===== src/rtl/pc_sequencer_if.sv =====
// Decode/handshake inputs and control outputs shared between the PC sequencer
// and its surrounding datapath.
interface pc_sequencer_if;
  logic       is_j;
  logic       is_jr;
  logic       is_branch;
  logic       is_mem;
  logic       is_load;
  logic       is_eret;
  logic       branch_taken;
  logic       mem_ready;
  logic       int_req;
  logic       int_en;
  logic       PCWr;
  logic [2:0] NPCSel;
  logic       IRWr;
  logic       RegWr;
  logic       EPCWr;
  logic       exl;
  logic       bus_err;
  logic [2:0] state;

  modport slave (
    input  is_j, is_jr, is_branch, is_mem, is_load, is_eret,
    input  branch_taken, mem_ready, int_req, int_en,
    output PCWr, NPCSel, IRWr, RegWr, EPCWr, exl, bus_err, state
  );

  modport master (
    output is_j, is_jr, is_branch, is_mem, is_load, is_eret,
    output branch_taken, mem_ready, int_req, int_en,
    input  PCWr, NPCSel, IRWr, RegWr, EPCWr, exl, bus_err, state
  );
endinterface


===== src/rtl/pc_sequencer.sv =====
// Multi-cycle instruction sequencer: FETCH/DECODE/EXEC/MEM/WB plus an interrupt
// entry state, with a bounded memory wait and a single-level exception flag.
module pc_sequencer #(
  parameter int unsigned MEM_WAIT_MAX = 8
) (
  input logic           clk,
  input logic           reset,
  pc_sequencer_if.slave bus
);

  localparam logic [2:0] S_FETCH  = 3'd0;
  localparam logic [2:0] S_DECODE = 3'd1;
  localparam logic [2:0] S_EXEC   = 3'd2;
  localparam logic [2:0] S_MEM    = 3'd3;
  localparam logic [2:0] S_WB     = 3'd4;
  localparam logic [2:0] S_INT    = 3'd5;

  localparam logic [2:0] NPC_SEQ = 3'd0;
  localparam logic [2:0] NPC_REG = 3'd1;
  localparam logic [2:0] NPC_JMP = 3'd2;
  localparam logic [2:0] NPC_BR  = 3'd3;
  localparam logic [2:0] NPC_VEC = 3'd4;

  localparam logic [7:0] WAIT_LAST = 8'(MEM_WAIT_MAX - 1);

  logic [2:0] state_q, state_d;
  logic       exl_q;
  logic [7:0] wait_q;

  logic       pc_wr, ir_wr, reg_wr, epc_wr, bus_err;
  logic [2:0] npc_sel;
  logic       set_exl, clr_exl, wait_clr, wait_inc;

  always_comb begin
    // NOTE: every output of this block gets a default first so no path can infer a latch.
    state_d  = S_FETCH;
    pc_wr    = 1'b0;
    npc_sel  = NPC_SEQ;
    ir_wr    = 1'b0;
    reg_wr   = 1'b0;
    epc_wr   = 1'b0;
    bus_err  = 1'b0;
    set_exl  = 1'b0;
    clr_exl  = 1'b0;
    wait_clr = 1'b0;
    wait_inc = 1'b0;

    case (state_q)
      S_FETCH: begin
        if (bus.int_req && bus.int_en && !exl_q) begin
          state_d = S_INT;
        end else begin
          ir_wr   = 1'b1;
          pc_wr   = 1'b1;
          state_d = S_DECODE;
        end
      end
      S_DECODE: begin
        if (bus.is_j) begin
          pc_wr   = 1'b1;
          npc_sel = NPC_JMP;
        end else if (bus.is_jr) begin
          pc_wr   = 1'b1;
          npc_sel = NPC_REG;
        end else if (bus.is_eret) begin
          // The external NPC mux presents EPC on the register-jump input here.
          pc_wr   = 1'b1;
          npc_sel = NPC_REG;
          clr_exl = 1'b1;
        end else begin
          state_d = S_EXEC;
        end
      end
      S_EXEC: begin
        if (bus.is_branch) begin
          pc_wr   = bus.branch_taken;
          npc_sel = NPC_BR;
        end else if (bus.is_mem) begin
          wait_clr = 1'b1;
          state_d  = S_MEM;
        end else begin
          state_d = S_WB;
        end
      end
      S_MEM: begin
        if (bus.mem_ready) begin
          state_d = bus.is_load ? S_WB : S_FETCH;
        end else if (wait_q == WAIT_LAST) begin
          bus_err = 1'b1;
        end else begin
          wait_inc = 1'b1;
          state_d  = S_MEM;
        end
      end
      S_WB: begin
        reg_wr = 1'b1;
      end
      S_INT: begin
        epc_wr  = 1'b1;
        pc_wr   = 1'b1;
        npc_sel = NPC_VEC;
        set_exl = 1'b1;
      end
      default: state_d = S_FETCH;
    endcase
  end

  always_ff @(posedge clk or negedge reset) begin
    if (!reset) begin
      state_q <= S_FETCH;
      exl_q   <= 1'b0;
      wait_q  <= '0;
    end else begin
      // NOTE: registered state uses non-blocking assignments so all flops update together.
      state_q <= state_d;
      if (set_exl)      exl_q <= 1'b1;
      else if (clr_exl) exl_q <= 1'b0;
      if (wait_clr)      wait_q <= '0;
      else if (wait_inc) wait_q <= wait_q + 8'd1;
    end
  end

  // Enables are held off while reset is low, so an aborted sequence emits nothing.
  assign bus.PCWr    = reset & pc_wr;
  assign bus.NPCSel  = reset ? npc_sel : NPC_SEQ;
  assign bus.IRWr    = reset & ir_wr;
  assign bus.RegWr   = reset & reg_wr;
  assign bus.EPCWr   = reset & epc_wr;
  assign bus.bus_err = reset & bus_err;
  assign bus.exl     = exl_q;
  assign bus.state   = state_q;

endmodule


===== src/flat_wrapper.sv =====
// flat-port wrapper written by rule: the top's interface ports become plain ports
module pc_sequencer_flat 
#(
  parameter int unsigned MEM_WAIT_MAX = 8
)
  (clk, reset, bus_is_j, bus_is_jr, bus_is_branch, bus_is_mem, bus_is_load, bus_is_eret, bus_branch_taken, bus_mem_ready, bus_int_req, bus_int_en, bus_PCWr, bus_NPCSel, bus_IRWr, bus_RegWr, bus_EPCWr, bus_exl, bus_bus_err, bus_state);
  pc_sequencer_if bus_i ();
  input logic clk;
  input logic reset;
  input wire logic [$bits(bus_i.is_j)-1:0] bus_is_j;
  input wire logic [$bits(bus_i.is_jr)-1:0] bus_is_jr;
  input wire logic [$bits(bus_i.is_branch)-1:0] bus_is_branch;
  input wire logic [$bits(bus_i.is_mem)-1:0] bus_is_mem;
  input wire logic [$bits(bus_i.is_load)-1:0] bus_is_load;
  input wire logic [$bits(bus_i.is_eret)-1:0] bus_is_eret;
  input wire logic [$bits(bus_i.branch_taken)-1:0] bus_branch_taken;
  input wire logic [$bits(bus_i.mem_ready)-1:0] bus_mem_ready;
  input wire logic [$bits(bus_i.int_req)-1:0] bus_int_req;
  input wire logic [$bits(bus_i.int_en)-1:0] bus_int_en;
  output wire logic [$bits(bus_i.PCWr)-1:0] bus_PCWr;
  output wire logic [$bits(bus_i.NPCSel)-1:0] bus_NPCSel;
  output wire logic [$bits(bus_i.IRWr)-1:0] bus_IRWr;
  output wire logic [$bits(bus_i.RegWr)-1:0] bus_RegWr;
  output wire logic [$bits(bus_i.EPCWr)-1:0] bus_EPCWr;
  output wire logic [$bits(bus_i.exl)-1:0] bus_exl;
  output wire logic [$bits(bus_i.bus_err)-1:0] bus_bus_err;
  output wire logic [$bits(bus_i.state)-1:0] bus_state;
  assign bus_i.is_j = bus_is_j;
  assign bus_i.is_jr = bus_is_jr;
  assign bus_i.is_branch = bus_is_branch;
  assign bus_i.is_mem = bus_is_mem;
  assign bus_i.is_load = bus_is_load;
  assign bus_i.is_eret = bus_is_eret;
  assign bus_i.branch_taken = bus_branch_taken;
  assign bus_i.mem_ready = bus_mem_ready;
  assign bus_i.int_req = bus_int_req;
  assign bus_i.int_en = bus_int_en;
  assign bus_PCWr = bus_i.PCWr;
  assign bus_NPCSel = bus_i.NPCSel;
  assign bus_IRWr = bus_i.IRWr;
  assign bus_RegWr = bus_i.RegWr;
  assign bus_EPCWr = bus_i.EPCWr;
  assign bus_exl = bus_i.exl;
  assign bus_bus_err = bus_i.bus_err;
  assign bus_state = bus_i.state;
  pc_sequencer #(.MEM_WAIT_MAX(MEM_WAIT_MAX)) u_core (.clk(clk), .reset(reset), .bus(bus_i));
endmodule

===== config.mk =====
export PLATFORM = sky130hd
export DESIGN_NAME = pc_sequencer_flat
export DESIGN_NICKNAME = d
export VERILOG_FILES = /design/src/rtl/pc_sequencer_if.sv /design/src/rtl/pc_sequencer.sv /design/src/flat_wrapper.sv
export SDC_FILE = /design/constraint.sdc
export NUM_CORES = 1
export LEC_CHECK = 0
export CORE_MARGIN = 1
export CORE_UTILIZATION = 44
export CTS_CLUSTER_DIAMETER = 40
export DETAILED_ROUTE_END_ITERATION = 8
export PLACE_DENSITY = 0.87
export SYNTH_ARGS = -nofsm -noshare
export SYNTH_HDL_FRONTEND = slang
export SYNTH_SLANG_ARGS = --single-unit
export TNS_END_PERCENT = 50

===== constraint.sdc =====
create_clock -name clk -period 2.35 [get_ports clk]
set_input_delay 0.235 -clock clk [delete_from_list [all_inputs] [get_ports clk]]
set_output_delay 0.235 -clock clk [all_outputs]
set_load 0.005 [all_outputs]

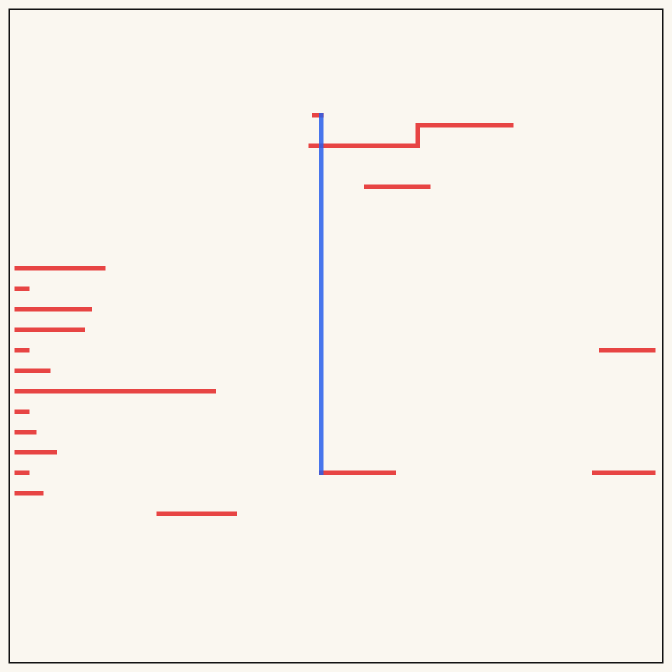
(metal layers overlaid)
Two of the layers only.
legend:
  metal 3:
    color: red
    wire_length: 74.5 µm
  metal 4:
    color: blue
    wire_length: 23.8 µm
DR vias: 772
Routed WL per cell: 13.5 µm
final wirelength: 1.81 mm
GRT Overall Usage: 0.223

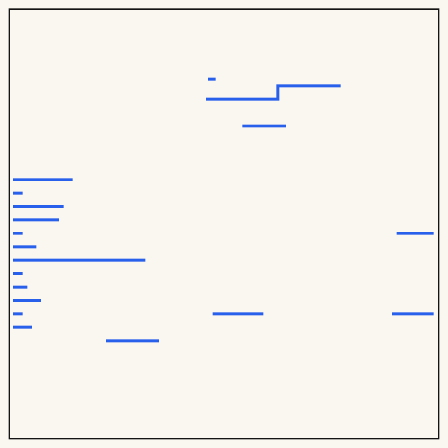
(metal 3)
wire length on this layer: 74.5 µm
main direction: horizontal
longest straight run: 13.1 µm
share of all routed wire: 4.1%
met3 Usage GRT: 0.0417

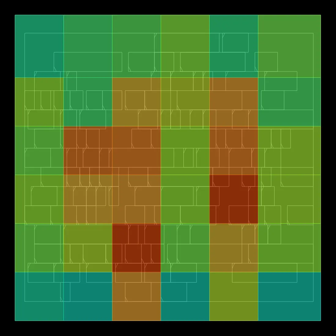
(track usage over the die)
GR Util met1: 0.261
grt met2 use: 0.400
GRT busiest layer: met2
Util after Layout: 0.681

==> results.sh <==
# source this file to load flow results
export IMPL_outcome="completed"
export IMPL_pwr_share_comb=0.458
export IMPL_ys_warn_count=0
export IMPL_drv_cap=0
export IMPL_pg_seq_mw=0.324
export IMPL_xor_share=0.0349
export IMPL_top_cells_by_area="dfrtp_1, nor2_1, nand3_1"
export IMPL_post_cts_resized=0
export IMPL_p_switching_mw=0.324
export IMPL_seqCellArea_um2=302
export IMPL_holdBufCountCts=0
export IMPL_clkTransAtPathRegs_ns=0.08
export IMPL_layout_nets=132
export IMPL_rsz0062_at_grt="false"
export IMPL_fp_util=0.483
export IMPL_p_comb_mw=0.416
export IMPL_crit_slowest_cell="or4_1"
export IMPL_period_minus_slack_ns=2.25
export IMPL_ctsRootBufferMaster="clkbuf_4"
export IMPL_die_h_um=43.4
